File: config.mk
export PLATFORM = sky130hd
export DESIGN_NAME = data_mem_arbiter
export DESIGN_NICKNAME = d
export VERILOG_FILES = /design/src/rtl/data_mem_arbiter.sv
export SDC_FILE = /design/constraint.sdc
export NUM_CORES = 1
export LEC_CHECK = 0
export CAP_MARGIN = 5
export CORE_AREA = 4 4 102 104
export CTS_BUF_LIST = sky130_fd_sc_hd__clkbuf_8 sky130_fd_sc_hd__clkbuf_16
export CTS_CLUSTER_SIZE = 25
export DETAILED_ROUTE_END_ITERATION = 7
export DIE_AREA = 0 0 106 108
export GPL_ROUTABILITY_DRIVEN = 1
export GPL_TIMING_DRIVEN = 0
export PLACE_DENSITY = 0.8
export SLEW_MARGIN = 20
export SYNTH_ARGS = -nofsm -noshare
export SYNTH_HDL_FRONTEND = slang
export SYNTH_SLANG_ARGS = --single-unit
File: constraint.sdc
create_clock -name clk -period 3.4 [get_ports clk]
set_clock_uncertainty 0.15 [all_clocks]
set_input_delay 0.68 -clock clk [delete_from_list [all_inputs] [get_ports clk]]
set_output_delay 0.68 -clock clk [all_outputs]
set_load 0.03 [all_outputs]
File: src/rtl/data_mem_arbiter.sv
// Shared data-memory port arbiter: CPU (read/write) vs LCD reader (read-only), one read in flight.
// Optional LCD anti-starvation guard enabled by defining ARB_STARVE_GUARD_EN.
module data_mem_arbiter #(
   parameter int unsigned ADDR_WIDTH   = 32,
   parameter int unsigned DATA_WIDTH   = 32,
   parameter int unsigned RD_LAT       = 1,
   parameter int unsigned STARVE_LIMIT = 4
) (
   input  logic                  clk,
   input  logic                  rst,
   input  logic                  cpu_req,
   input  logic                  cpu_we,
   input  logic [ADDR_WIDTH-1:0] cpu_addr,
   input  logic [DATA_WIDTH-1:0] cpu_wdata,
   output logic                  cpu_gnt,
   output logic                  cpu_stall,
   output logic                  cpu_rvalid,
   output logic [DATA_WIDTH-1:0] cpu_rdata,
   input  logic                  lcd_req,
   input  logic [ADDR_WIDTH-1:0] lcd_addr,
   output logic                  lcd_gnt,
   output logic                  lcd_rvalid,
   output logic [DATA_WIDTH-1:0] lcd_rdata,
   output logic [ADDR_WIDTH-1:0] mem_addr,
   output logic [DATA_WIDTH-1:0] mem_wdata,
   output logic                  mem_rd_en,
   output logic                  mem_wr_en,
   input  logic [DATA_WIDTH-1:0] mem_rdata
);

   typedef enum logic {IDLE, WAIT} state_t;

   state_t     state, state_nxt;
   logic [2:0] lat_cnt, lat_cnt_nxt;
   logic       owner, owner_nxt;   // 1 = LCD owns the outstanding read
   logic       capture;
   logic       lcd_first;

`ifdef ARB_STARVE_GUARD_EN
   localparam int unsigned STARVE_W = $clog2(STARVE_LIMIT + 2);
   logic [STARVE_W-1:0] starve_cnt;

   // Counts IDLE cycles in which a pending LCD request lost arbitration
   always_ff @(posedge clk) begin
      if (rst) begin
         starve_cnt <= '0;
      end else if (!lcd_req || lcd_gnt) begin
         starve_cnt <= '0;
      end else if (state == IDLE && starve_cnt != STARVE_W'(STARVE_LIMIT)) begin
         starve_cnt <= starve_cnt + 1'b1;
      end
   end

   assign lcd_first = (starve_cnt == STARVE_W'(STARVE_LIMIT));
`else
   assign lcd_first = 1'b0;
`endif

   always_comb begin
      state_nxt   = state;
      lat_cnt_nxt = lat_cnt;
      owner_nxt   = owner;
      cpu_gnt     = 1'b0;
      lcd_gnt     = 1'b0;
      mem_addr    = '0;
      mem_wdata   = '0;
      mem_rd_en   = 1'b0;
      mem_wr_en   = 1'b0;
      capture     = 1'b0;
      if (!rst) begin
         case (state)
            IDLE: begin
               if (lcd_req && (!cpu_req || lcd_first)) begin
                  lcd_gnt     = 1'b1;
                  mem_addr    = lcd_addr;
                  mem_rd_en   = 1'b1;
                  owner_nxt   = 1'b1;
                  lat_cnt_nxt = 3'(RD_LAT);
                  state_nxt   = WAIT;
               end else if (cpu_req) begin
                  cpu_gnt  = 1'b1;
                  mem_addr = cpu_addr;
                  if (cpu_we) begin
                     mem_wr_en = 1'b1;
                     mem_wdata = cpu_wdata;
                  end else begin
                     mem_rd_en   = 1'b1;
                     owner_nxt   = 1'b0;
                     lat_cnt_nxt = 3'(RD_LAT);
                     state_nxt   = WAIT;
                  end
               end
            end
            WAIT: begin
               lat_cnt_nxt = lat_cnt - 3'd1;
               if (lat_cnt == 3'd1) begin
                  capture   = 1'b1;
                  state_nxt = IDLE;
               end
            end
            default: state_nxt = IDLE;
         endcase
      end
   end

   assign cpu_stall = cpu_req & ~cpu_gnt;

   always_ff @(posedge clk) begin
      if (rst) begin
         state      <= IDLE;
         lat_cnt    <= '0;
         owner      <= 1'b0;
         cpu_rvalid <= 1'b0;
         lcd_rvalid <= 1'b0;
         cpu_rdata  <= '0;
         lcd_rdata  <= '0;
      end else begin
         state      <= state_nxt;
         lat_cnt    <= lat_cnt_nxt;
         owner      <= owner_nxt;
         cpu_rvalid <= capture & ~owner;
         lcd_rvalid <= capture & owner;
         if (capture && !owner) cpu_rdata <= mem_rdata;
         if (capture && owner)  lcd_rdata <= mem_rdata;
      end
   end

endmodule

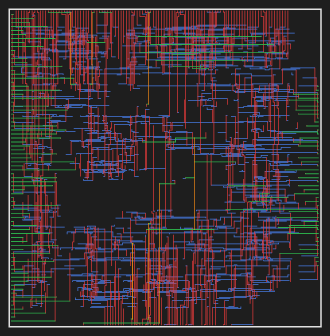
Figure 1: routed metal, one color a layer.
color	layer	wire length
red	met2	5,860 microns
green	met3	1,250 microns
blue	met1	4,470 microns
orange	met4	218 microns
Tot GR Track Use: 19.8%
WL final: 11,800 microns
total number of vias: 3,223
WL/cell: 17.5 microns

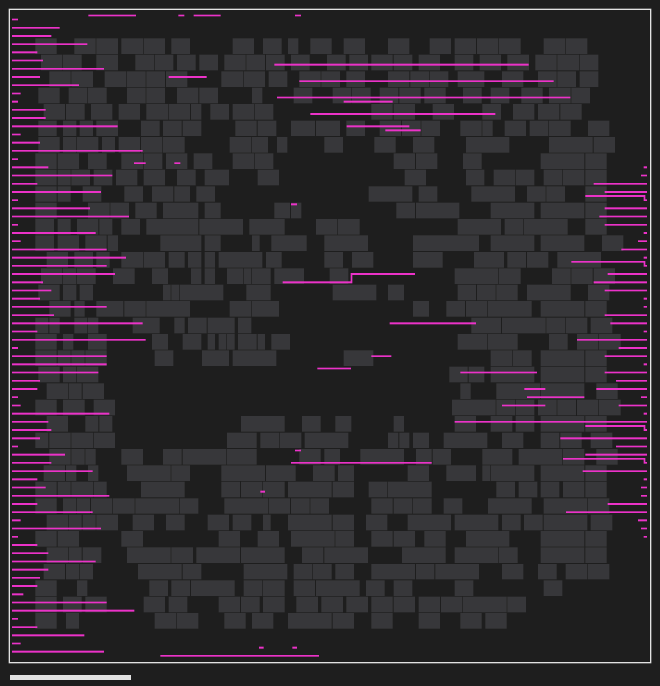
Figure 2: signal wires on met3.
Scale bar: 20 microns. Cells faint in the background.
main direction	horizontal
share of all routed wire	11%
nets with wire on the layer	144
longest straight run	48.3 microns
wire length on this layer	1,250 microns
M3 GR Usage: 8.66%

==> impl_metrics.toml <==
# flow metrics
[outcome]
status = "finished clean"

[critical_path]
rrSetupSlack_ps = 1700
end_kind = "output port"
startpoint_type = "input port"
path_class = "in -> out"
crit_start = "cpu_req"

[final_layout]
buffer_area_share_pct = 46.8
clock_cell_area_share_pct = 3.57
comb_cells = 157
largest_cell_class = "non-clock buffers"
n_all_buffers = 293
num-clock-buffers = 12

[global_route]
grt_max_degree = 12
grt_busiest_layer = "met2"

[yosys]
most_common_cell = "a22o_1"
synth_nets = 392
netlist_area_sq_um = 2910

[timing]
tns_ps = 0
slew_viol_final = 0
relSlewSlack_pct = 75.9
finalSetupViolations = 0
hold_ws_ps = 323

[floorplanning]
dieArea_sq_um = 11400
rows = 36
die_w_microns = 106

[power]
seq_power_share_pct = 41.9
seq_cell_power_w = 0.000877
ir_drop_mv = 0.246
pg_clk_w = 0.000688

[placement]
pre_cts_slack_ps = -396
numPortBuffers = 266

[cts]
worstSkewPairLatency_ps = 320
cts_max_path_buffers = 2
htreeDepth = 3
root_buffer = "clkbuf_8"

[detailed_routing]
detail-route-antenna-nets = 0
wl_met3_microns = 1250
drc = 0

[hold_path]
hold_start = "lcd_rdata[19]"
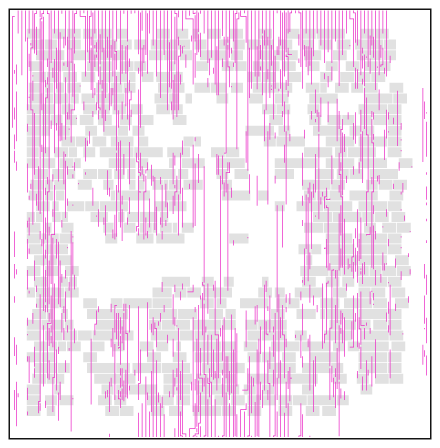
Figure 3: met2 routing.
Cells faint in the background.
main direction	vertical
longest straight run	74.1 microns
share of all routed wire	50%
wire length on this layer	5,860 microns
nets with wire on the layer	616
met2 Use GR: 33.5%

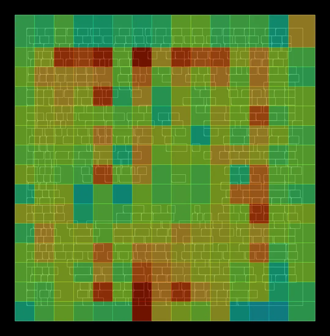
Figure 4: track usage over the die.
M1 GR Usage: 23.1%
utilization after layout: 61.7%

==> cell usage in the layout (no fill, tap or decap), types with 2 or more instances in the layout <==
cell,netlist,final
a21oi_1,2,2
a21oi_2,2,2
a22o_1,96,96
and2_1,32,32
buf_2,10,9
buf_4,9,11
buf_6,3,3
clkbuf_2,0,11
clkbuf_8,0,12
clkdlybuf4s15_1,0,18
clkdlybuf4s50_1,0,198
dfxtp_1,71,71
dlygate4sd2_1,0,38
dlymetal6s2s_1,0,3
ha_1,2,2
inv_1,3,5
nor2_1,2,2
nor3_4,2,3
o21a_1,3,3
o41ai_1,2,2
==> logic make-up after synthesis <==
| family | synth area share, % |
|---|---|
| AOI/OAI and AO/OA | 32.2 |
| adders and majority gates | 0.861 |
| buffers and inverters | 6.11 |
| DFF | 48.9 |
| and+or+nand+nor | 11.9 |
==> through the flow <==
step	cell area (sq um)	total power [W]	cells	util (%)
floorplan	2910	0.00114	257	-
global placement	5740	0.00144	656	60.1
detailed placement	5740	0.00145	656	60.1
CTS	5890	0.00211	674	61.7
global route	5890	0.00218	674	61.7
finish	5890	0.00209	674	61.7
==> repair_timing <==
action,4_1_cts,5_1_grt
gates cloned,0,0
pin swaps,1,0
hold buffers,0,0
setup buffers,2,0
gates resized,69,40
endpoints found under the hold margin,0,0
setup endpoints to repair,65,41
==> critical path, stage by stage <==
cell,delay (ps)
clkdlybuf4s50_1,530
nor4b_4,380
buf_2,280
a22o_1,160
dlygate4sd2_1,410
==> state kept, by name, indices dropped and copies added, names as in the netlist <==
register and cells:
cpu_rdata 32, lcd_rdata 32, lat_cnt 3, cpu_rvalid 1, lcd_rvalid 1, owner 1, state 1
Power is estimated from default activity; no workload was simulated.
